Fig. 1: run 1, supply network
Bar = 20 um. Pins as bars on the die edge. Tap cells in gray.
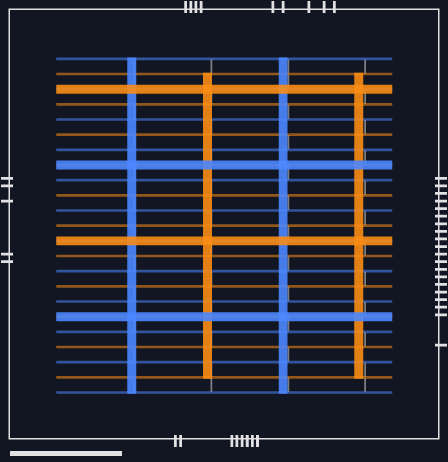
Fig. 2: run 1, placement by cell class
Bar = 20 um.
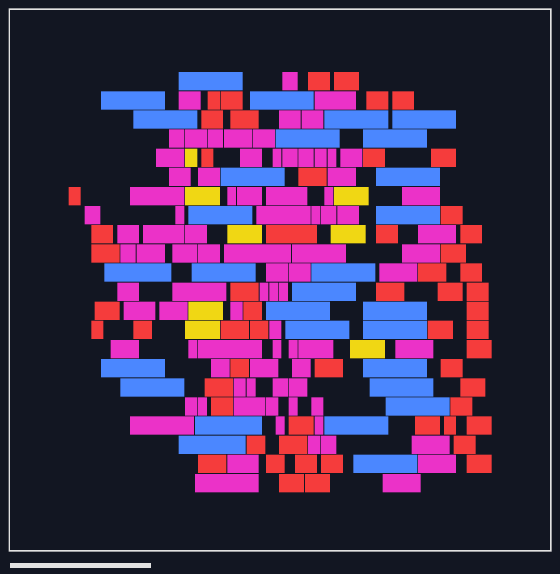
Fig. 3: run 1, clock wires, drivers and flops
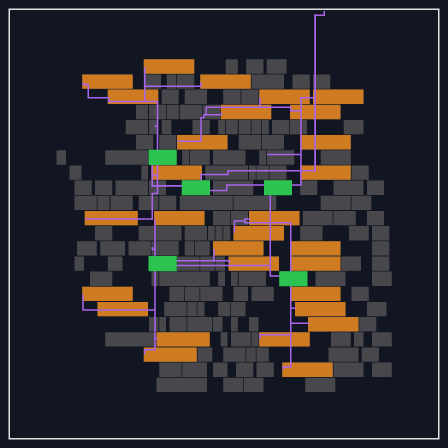
`config.mk`:
```
export PLATFORM = sky130hd
export DESIGN_NAME = fifo_drain
export DESIGN_NICKNAME = d
export VERILOG_FILES = /design/src/rtl/fifo_drain_pkg.sv /design/src/rtl/fifo_drain.sv
export SDC_FILE = /design/constraint.sdc
export NUM_CORES = 1
export LEC_CHECK = 0
export CAP_MARGIN = 30
export CORE_MARGIN = 8
export CORE_UTILIZATION = 37
export DETAILED_ROUTE_END_ITERATION = 16
export GPL_ROUTABILITY_DRIVEN = 0
export GPL_TIMING_DRIVEN = 0
export PLACE_DENSITY = 0.67
export SETUP_SLACK_MARGIN = 0.15
export SLEW_MARGIN = 15
export SYNTH_ARGS = -nofsm -noshare
export SYNTH_HDL_FRONTEND = slang
export SYNTH_SLANG_ARGS = --single-unit
```
`constraint.sdc`:
```
create_clock -name clk -period 1.55 [get_ports clk]
set_input_delay 0.2325 -clock clk [delete_from_list [all_inputs] [get_ports clk]]
set_output_delay 0.2325 -clock clk [all_outputs]
set_load 0.03 [all_outputs]
```
`src/rtl/fifo_drain_pkg.sv`:
```
// Shared definitions for the FIFO drain stage: state encoding and the
// sizing helper for the shared hold/settle down-counter.
package fifo_drain_pkg;

  localparam logic [1:0] IDLE        = 2'd0;
  localparam logic [1:0] POP_ASSERT  = 2'd1;
  localparam logic [1:0] POP_RELEASE = 2'd2;
  localparam logic [1:0] PRESENT     = 2'd3;

  typedef enum logic [1:0] {
    S_IDLE        = IDLE,
    S_POP_ASSERT  = POP_ASSERT,
    S_POP_RELEASE = POP_RELEASE,
    S_PRESENT     = PRESENT
  } state_e;

  // One counter serves both phases, so it is sized for the longer of the two.
  function automatic int cnt_width(input int pop_hold, input int settle);
    int m;
    m = (pop_hold > settle) ? pop_hold : settle;
    return (m < 2) ? 1 : $clog2(m);
  endfunction

endpackage

```
`src/rtl/fifo_drain.sv`:
```
// Drives the byte FIFO's multi-cycle pop handshake and re-presents each popped
// word on a valid/ready stream, hiding pop and flag-settling latency.
module fifo_drain
  import fifo_drain_pkg::*;
#(
  parameter int DATA_WIDTH = 8,
  parameter int POP_HOLD   = 2,
  parameter int SETTLE     = 2
) (
  input  logic                  clk,
  input  logic                  clear_n,
  input  logic                  enable,
  output logic                  fifo_pop,
  input  logic [DATA_WIDTH-1:0] fifo_data,
  input  logic                  fifo_empty,
  output logic [DATA_WIDTH-1:0] out_data,
  output logic                  out_valid,
  input  logic                  out_ready,
  output logic                  busy,
  output logic [15:0]           byte_count,
  output logic [1:0]            dbg_state
);

  localparam int CW = cnt_width(POP_HOLD, SETTLE);

  if (POP_HOLD < 2 || SETTLE < 2) begin : g_param_check
    $error("fifo_drain: POP_HOLD and SETTLE must both be at least 2");
  end

  // Handshake: out_data/out_valid are held until the edge where
  // out_valid & out_ready are both high; that edge transfers the word.

  state_e                state_q, state_d;
  logic [CW-1:0]         cnt_q, cnt_d;
  logic                  pop_q, pop_d;
  logic                  valid_q, valid_d;
  logic [DATA_WIDTH-1:0] data_q, data_d;
  logic [15:0]           count_q, count_d;

  always_ff @(posedge clk or negedge clear_n) begin
    if (!clear_n) begin
      state_q <= S_IDLE;
      cnt_q   <= '0;
      pop_q   <= 1'b0;
      valid_q <= 1'b0;
      data_q  <= '0;
      count_q <= '0;
    end else begin
      state_q <= state_d;
      cnt_q   <= cnt_d;
      pop_q   <= pop_d;
      valid_q <= valid_d;
      data_q  <= data_d;
      count_q <= count_d;
    end
  end

  always_comb begin
    state_d = state_q;
    cnt_d   = cnt_q;
    pop_d   = pop_q;
    valid_d = valid_q;
    data_d  = data_q;
    count_d = count_q;
    case (state_q)
      S_IDLE: begin
        // enable and fifo_empty are only looked at here; a started pop always finishes.
        if (enable && !fifo_empty) begin
          state_d = S_POP_ASSERT;
          pop_d   = 1'b1;
          cnt_d   = CW'(POP_HOLD - 1);
        end
      end
      S_POP_ASSERT: begin
        if (cnt_q == '0) begin
          pop_d   = 1'b0;
          cnt_d   = CW'(SETTLE - 1);
          state_d = S_POP_RELEASE;
        end else begin
          cnt_d = cnt_q - CW'(1);
        end
      end
      S_POP_RELEASE: begin
        if (cnt_q == '0) begin
          data_d  = fifo_data;
          valid_d = 1'b1;
          state_d = S_PRESENT;
        end else begin
          cnt_d = cnt_q - CW'(1);
        end
      end
      S_PRESENT: begin
        if (valid_q && out_ready) begin
          valid_d = 1'b0;
          count_d = count_q + 16'd1;
          state_d = S_IDLE;
        end
      end
      default: state_d = S_IDLE;
    endcase
  end

  assign fifo_pop   = pop_q;
  assign out_data   = data_q;
  assign out_valid  = valid_q;
  assign byte_count = count_q;
  assign busy       = (state_q != S_IDLE);
  assign dbg_state  = state_q;

endmodule

```
==> changes_impl.md, run 1 <==
## Implementation

- Ordered list of cells on the worst path: buf_6 -> ha_4 -> buf_4 -> nand4_4 -> or2_4 -> nor4_4 -> xnor2_1
- Post-route met1 wirelength: 1.56 mm
- Top library cells by usage in the layout, fill and taps aside: sky130_fd_sc_hd__dfrtp_1 (26), sky130_fd_sc_hd__dlygate4sd2_1 (20), sky130_fd_sc_hd__clkdlybuf4s50_1 (11)
- Worst Path Required: 1730 ps
- Worst Hold Path Cells: 1
- Period utilisation layout: 102%
- Reg-to-reg startpoint: dbg_state[1]
- Violated checks: negative setup slack
- Number of detailed-routing iterations run before antenna repair: 4
- Combinational gate area: 820 um2
- Final Hold Slack: 459 ps
- Port Buffer Count: 41
- Uppermost metal layer occupied by signal nets: met4
- Number of logic inverters in the finished layout: 4
- Yosys synthesis warning count: 0
- Comb gates: 82
- Cell count after synthesis: 117
- Number of synthesized flops with an enable pin: 0
- Final routed wirelength across all metal layers: 3.69 mm
- Clock sink count: 29
- Fraction of registers with async set or reset after synthesis: 100%
- Worst setup EP type: flop
- Smallest setup slack after layout: -29.2 ps
- HPWL Detailed: 2.39 mm
- Repair and plain buffers: 57
- Via count: 1101
- Top_reg_cell synth: sky130_fd_sc_hd__dfrtp_1
- Cell type contributing the most total cell area after synthesis: sky130_fd_sc_hd__dfrtp_1
- Run status: finished, violations left
- Global routing usage on met2: 21.2%
- Number of antenna repair diodes: 0
- Adder Area Share: 5.49%
- Die area: 0.00589 mm2
- Arrival @ worst endpoint: 1760 ps
- YS chip area: 0.00137 mm2
- Dominant non-sequential cell family after synthesis: simple AND/OR/NAND/NOR gates
- DRC marker count from the first detailed-route iteration: 37
- Worst slew margin relative to its limit: 57.9%
- Fill cell instance count of the final layout: 292
- Die boundary width: 76.8 um
- Post-synth seq share: 53.1%
- Combinational share of cell area: 36.3%
- Yosys xor share: 9.62%
- Kind of critical path: flop to flop
- FF/Latch Area: 729 um2
- Lkg Pwr: 1.08 nW
- Area share of the largest cell type after synthesis: 53.1%
- Simple-gate share of the synthesized area: 17.7%
- Well Taps: 48
- Source of the worst hold timing path: byte_count[15]
- Clock buffers created by TritonCTS: 5
- Sequential cells: 29
- Total GRT Usage: 12.5%
- Clk cell area share: 4.50%
- Clock tree from TritonCTS: done
- Top achievable clock speed: 633 MHz
- Crit path time final: 1580 ps
- Setup slack of the most critical reg-to-reg path: -30 ps
- Number of ports placed on the die boundary: 42
- Family with the most delay on the worst path: simple AND/OR/NAND/NOR gates
- Final setup vio count: 6
- Power per standard cell area: 1700 mW/mm2
- Top cells, area: sky130_fd_sc_hd__dfrtp_1 (53%), sky130_fd_sc_hd__xnor2_1 (5.8%), sky130_fd_sc_hd__ha_1 (5.5%)
- Placed insts: 206
- Tally of OpenROAD warnings: 33
- Initial antenna violation count: 0
- DRC viols: 0
Back to the opening pictures, Fig. 1:
Key: VSS = blue; VDD = orange
42 signal pins sit on the boundary. The core has 22 rows. 48 tap cells. 4 straps on met5. 23 met1 rails follow the rows.
Max VDD drop: 1040 uV
CORE AREA: 0.00361 mm2

Back to the opening pictures, Fig. 2:
Key: other buffers and delay cells = red [cells 57, share of their area 24%]; clock drivers and dummy loads = yellow [cells 8, share of their area 4.6%]; all other logic = magenta [cells 86, share of their area 38%]; flip-flops = blue [cells 29, share of their area 33%]
Layout Utilization: 62.5%
final instance area: 0.00225 mm2
Std-Cell Rows: 22
flop share of the area: 32.4%

Back to the opening pictures, Fig. 3:
Key: clock wires = purple [length 372 um]; cells driving clock nets = green [count 5]; flip-flops = orange [count 29]
There are 6 routed clock nets.
clock share of power: 17.5%
P_clk: 0.672 mW
Clk Latency, worst-skew pair: 270 ps

Fig. 4: run 1, cell outlines without signal wires
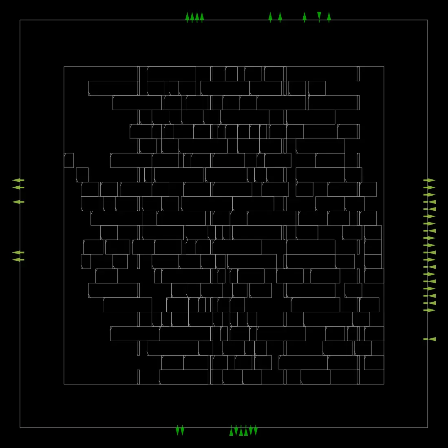

==> run 2: changes to the inputs <==
RECOVER_POWER = 50   (was default)
Fig. 5: run 2, cell outlines without signal wires
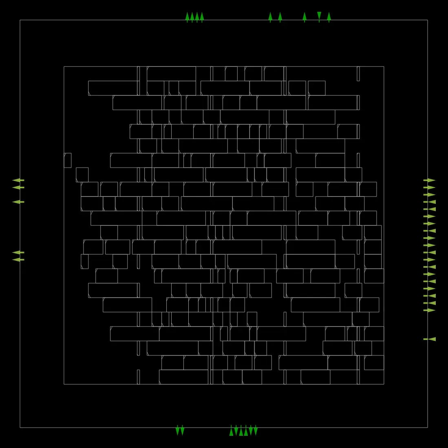
flop share of the area: 32.4%
fill cell instance count of the final layout: 291
Well Taps: 48
sequential cells: 29
final std cells w/o fill: 228

==> changes_impl.md, run 2 <==
## Implementation

- Run status: finished, violations left
- Violated checks: negative setup slack
- Die boundary width: 76.8 um (unchanged)
- Clk cell area share: 4.50% (+0.0075 points)
- Tally of OpenROAD warnings: 33 (unchanged)
- Setup slack of the most critical reg-to-reg path: -30 ps (about the same)
- Port Buffer Count: 41 (unchanged)
- Crit path time final: 1580 ps (-0.00330 ps)
- Kind of critical path: flop to flop
- Worst slew margin relative to its limit: 53.0% (-4.9 points)
- Adder Area Share: 5.49% (unchanged)
- Share of the core filled by cells before placement: 37.9%
- Actual transition at the worst max-transition pin: 705 ps
- CORE AREA: 0.00361 mm2 (unchanged)
- Global routing usage on met2: 21.2% (unchanged)
- Combinational gate area: 820 um2 (unchanged)
- Root Driver: sky130_fd_sc_hd__clkbuf_8
- Number of logic inverters in the finished layout: 4 (unchanged)
- Die area: 0.00589 mm2 (unchanged)
- Worst Path Required: 1730 ps (about the same)
- P_clk: 0.672 mW (about the same)
- Clk Latency, worst-skew pair: 270 ps (about the same)
- Repair and plain buffers: 57 (unchanged)
- Clock buffers created by TritonCTS: 5 (unchanged)
- DRC viols: 0 (unchanged)
- Number of detailed-routing iterations run before antenna repair: 4 (unchanged)
- Final routed wirelength across all metal layers: 3.68 mm (about the same)
- Total GRT Usage: 12.5% (unchanged)
- Cell type contributing the most total cell area after synthesis: sky130_fd_sc_hd__dfrtp_1
- Ordered list of cells on the worst path: buf_6 -> ha_4 -> buf_4 -> nand4_4 -> or2_4 -> nor4_4 -> xnor2_1
- Uppermost metal layer occupied by signal nets: met4
- Top achievable clock speed: 633 MHz (about the same)
- Stages on worst setup path: 7
- Clock share of power: 17.5% (about the same)
- Seq pwr share: 32.3%
- Top cells, area: sky130_fd_sc_hd__dfrtp_1 (53%), sky130_fd_sc_hd__xnor2_1 (5.8%), sky130_fd_sc_hd__ha_1 (5.5%)
- Clock tree from TritonCTS: done
- Std-Cell Rows: 22 (unchanged)
- Period utilisation layout: 102% (about the same)
- FF/Latch Area: 729 um2 (unchanged)
- Power per standard cell area: 1700 mW/mm2 (about the same)
- Placed insts: 206 (unchanged)
- Area share of the largest cell type after synthesis: 53.1% (unchanged)
- Total power: 3.84 mW
- DRC marker count from the first detailed-route iteration: 36 (-2.7%)
- Final setup vio count: 6 (unchanged)
- Smallest setup slack after layout: -29.2 ps (+0.00330 ps)
- Comb gates: 82 (unchanged)
- Number of ports placed on the die boundary: 42 (unchanged)
- Simple-gate share of the synthesized area: 17.7% (unchanged)
- Via count: 1101 (unchanged)
- Final Hold Slack: 459 ps (unchanged)
- Yosys synthesis warning count: 0 (unchanged)
- Max VDD drop: 1030 uV (-1.4%)
- HPWL Detailed: 2.39 mm (unchanged)
- Post-detailed-route count of antenna-violating nets: 0
- Fraction of registers with async set or reset after synthesis: 100% (unchanged)
- Dominant non-sequential cell family after synthesis: simple AND/OR/NAND/NOR gates
- Final instance area: 0.00225 mm2 (-0.17%)
- Post-synth seq share: 53.1% (unchanged)
- Top_reg_cell synth: sky130_fd_sc_hd__dfrtp_1
- Yosys xor share: 9.62% (unchanged)
- Chip height: 76.8 um
- Lkg Pwr: 1.07 nW (-0.90%)
- Combinational share of cell area: 36.4% (+0.061 points)
- Layout Utilization: 62.4% (-0.10 points)
- Arrival @ worst endpoint: 1760 ps (about the same)
- Reg-to-reg startpoint: dbg_state[1]
- Top library cells by usage in the layout, fill and taps aside: sky130_fd_sc_hd__dfrtp_1 (26), sky130_fd_sc_hd__dlygate4sd2_1 (20), sky130_fd_sc_hd__clkdlybuf4s50_1 (11)
- Number of synthesized flops with an enable pin: 0 (unchanged)
- YS chip area: 0.00137 mm2 (unchanged)
- Initial antenna violation count: 0 (unchanged)
- Clock sink count: 29 (unchanged)
- Post-route met1 wirelength: 1.56 mm (unchanged)
- Number of antenna repair diodes: 0 (unchanged)
Fig. 6: run 2, wiring by layer
Bar = 20 um. Only two layers are drawn.
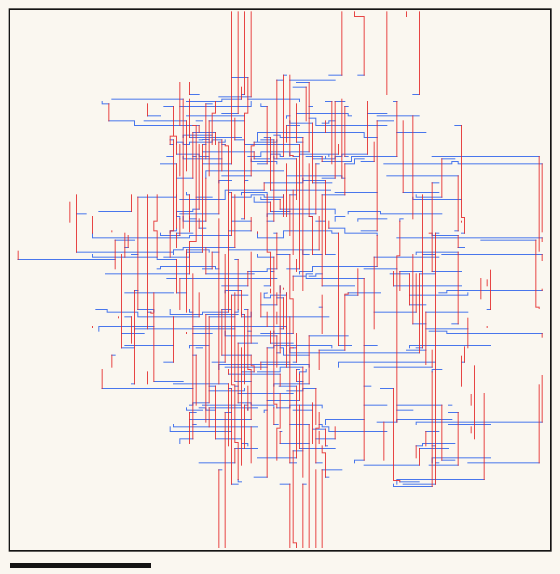

==> run 3: changes to the inputs <==
CTS_CLUSTER_DIAMETER = 60   (was default)
PLACE_DENSITY = default   (was 0.67)
PLACE_DENSITY_LB_ADDON = 0.15   (was default)
Fig. 7: run 3, wiring by layer
Bar = 20 um. Only two layers are drawn.
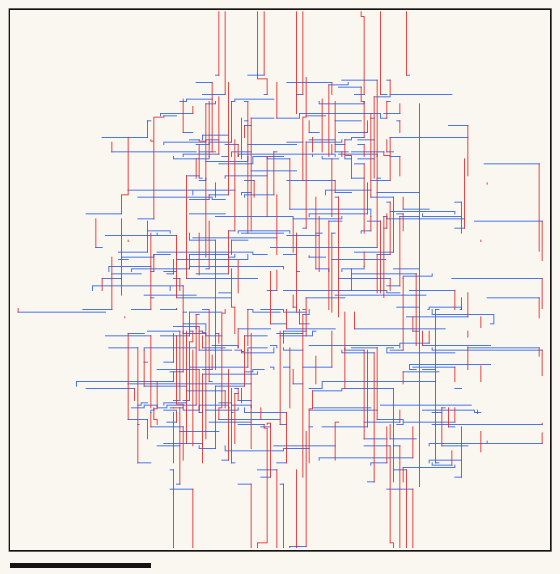
Key: met2 = red [wire length 1630 um]; met1 = blue [wire length 1490 um]
Wirelength per Cell: 14.5 um
final routed wirelength across all metal layers: 3.34 mm
Total GRT Usage: 11.7%

==> changes_impl.md, run 3 <==
## Implementation

- Run status: finished, violations left
- Violated checks: negative setup slack
- Std-Cell Rows: 22 (unchanged)
- Final setup vio count: 1 (-5)
- Reg-to-reg startpoint: dbg_state[0]
- Number of antenna repair diodes: 0 (unchanged)
- Count of instantiated cells in the yosys netlist: 117
- P_clk: 0.604 mW (-10%)
- Combinational share of cell area: 36.1% (-0.31 points)
- Crit path time final: 1580 ps (+1.26 ps)
- Kind of critical path: flop to primary output
- FF/Latch Area: 731 um2 (+0.17%)
- Seq pwr share: 32.0% (-0.3 points)
- Final std cells w/o fill: 231 (+1.3%)
- Tally of OpenROAD warnings: 33 (unchanged)
- Port Buffer Count: 41 (unchanged)
- Stages on worst setup path: 4 (-3)
- YS chip area: 0.00137 mm2 (unchanged)
- Arrival @ worst endpoint: 1350 ps (-410 ps)
- Number of detailed-routing iterations run before antenna repair: 2 (-2)
- Simple-gate share of the synthesized area: 17.7% (unchanged)
- Worst slew margin relative to its limit: 51.5% (-1.5 points)
- Smallest setup slack after layout: -30.4 ps (-1.26 ps)
- Adder Area Share: 5.49% (unchanged)
- Uppermost metal layer occupied by signal nets: met4
- Actual transition at the worst max-transition pin: 728 ps (+23.0 ps)
- Die area: 0.00589 mm2 (unchanged)
- Yosys synthesis warning count: 0 (unchanged)
- HPWL Detailed: 2.26 mm (-5.5%)
- Setup slack of the most critical reg-to-reg path: 10 ps (+40 ps)
- Layout Utilization: 63.5% (+1.1 points)
- Repair and plain buffers: 60 (+5.3%)
- Power per standard cell area: 1680 mW/mm2 (-1.7%)
- Post-route met1 wirelength: 1.49 mm (-4.1%)
- Post-detailed-route count of antenna-violating nets: 0 (unchanged)
- Clk cell area share: 3.77% (-0.73 points)
- Clk Latency, worst-skew pair: 280 ps (about the same)
- Clock tree from TritonCTS: done
- Worst Path Required: 1320 ps (-410 ps)
- Final Hold Slack: 4.68 ps (-454 ps)
- Placed insts: 206 (unchanged)
- Clock sink count: 29 (unchanged)
- Area share of the largest cell type after synthesis: 53.1% (unchanged)
- Yosys xor share: 9.62% (unchanged)
- Top achievable clock speed: 633 MHz (about the same)
- Reg clk slew, reported paths: 70 ps
- Period utilisation layout: 102% (about the same)
- Clock buffers created by TritonCTS: 5 (unchanged)
- Fill cell instance count of the final layout: 284 (-2.4%)
- Share of the core filled by cells before placement: 37.9% (unchanged)
- Die boundary width: 76.8 um (unchanged)
- Top cells, area: sky130_fd_sc_hd__dfrtp_1 (53%), sky130_fd_sc_hd__xnor2_1 (5.8%), sky130_fd_sc_hd__ha_1 (5.5%)
- Via count: 1087 (-1.3%)
- Fraction of registers with async set or reset after synthesis: 100% (unchanged)
- Combinational gate area: 827 um2 (+0.92%)
- Ordered list of cells on the worst path: inv_1 -> ha_4 -> inv_1 -> clkdlybuf4s15_2
- Total power: 3.84 mW (about the same)
- Root Driver: sky130_fd_sc_hd__clkbuf_8
- Number of synthesized flops with an enable pin: 0 (unchanged)
- Final instance area: 0.00229 mm2 (+1.8%)
- Post-synth seq share: 53.1% (unchanged)
- CORE AREA: 0.00361 mm2 (unchanged)
- Top_reg_cell synth: sky130_fd_sc_hd__dfrtp_1
- Max VDD drop: 1290 uV (+26%)
- DRC viols: 0 (unchanged)
- Flop share of the area: 31.9% (-0.51 points)
No activity file was given, so power comes from the tool's default toggle rates.
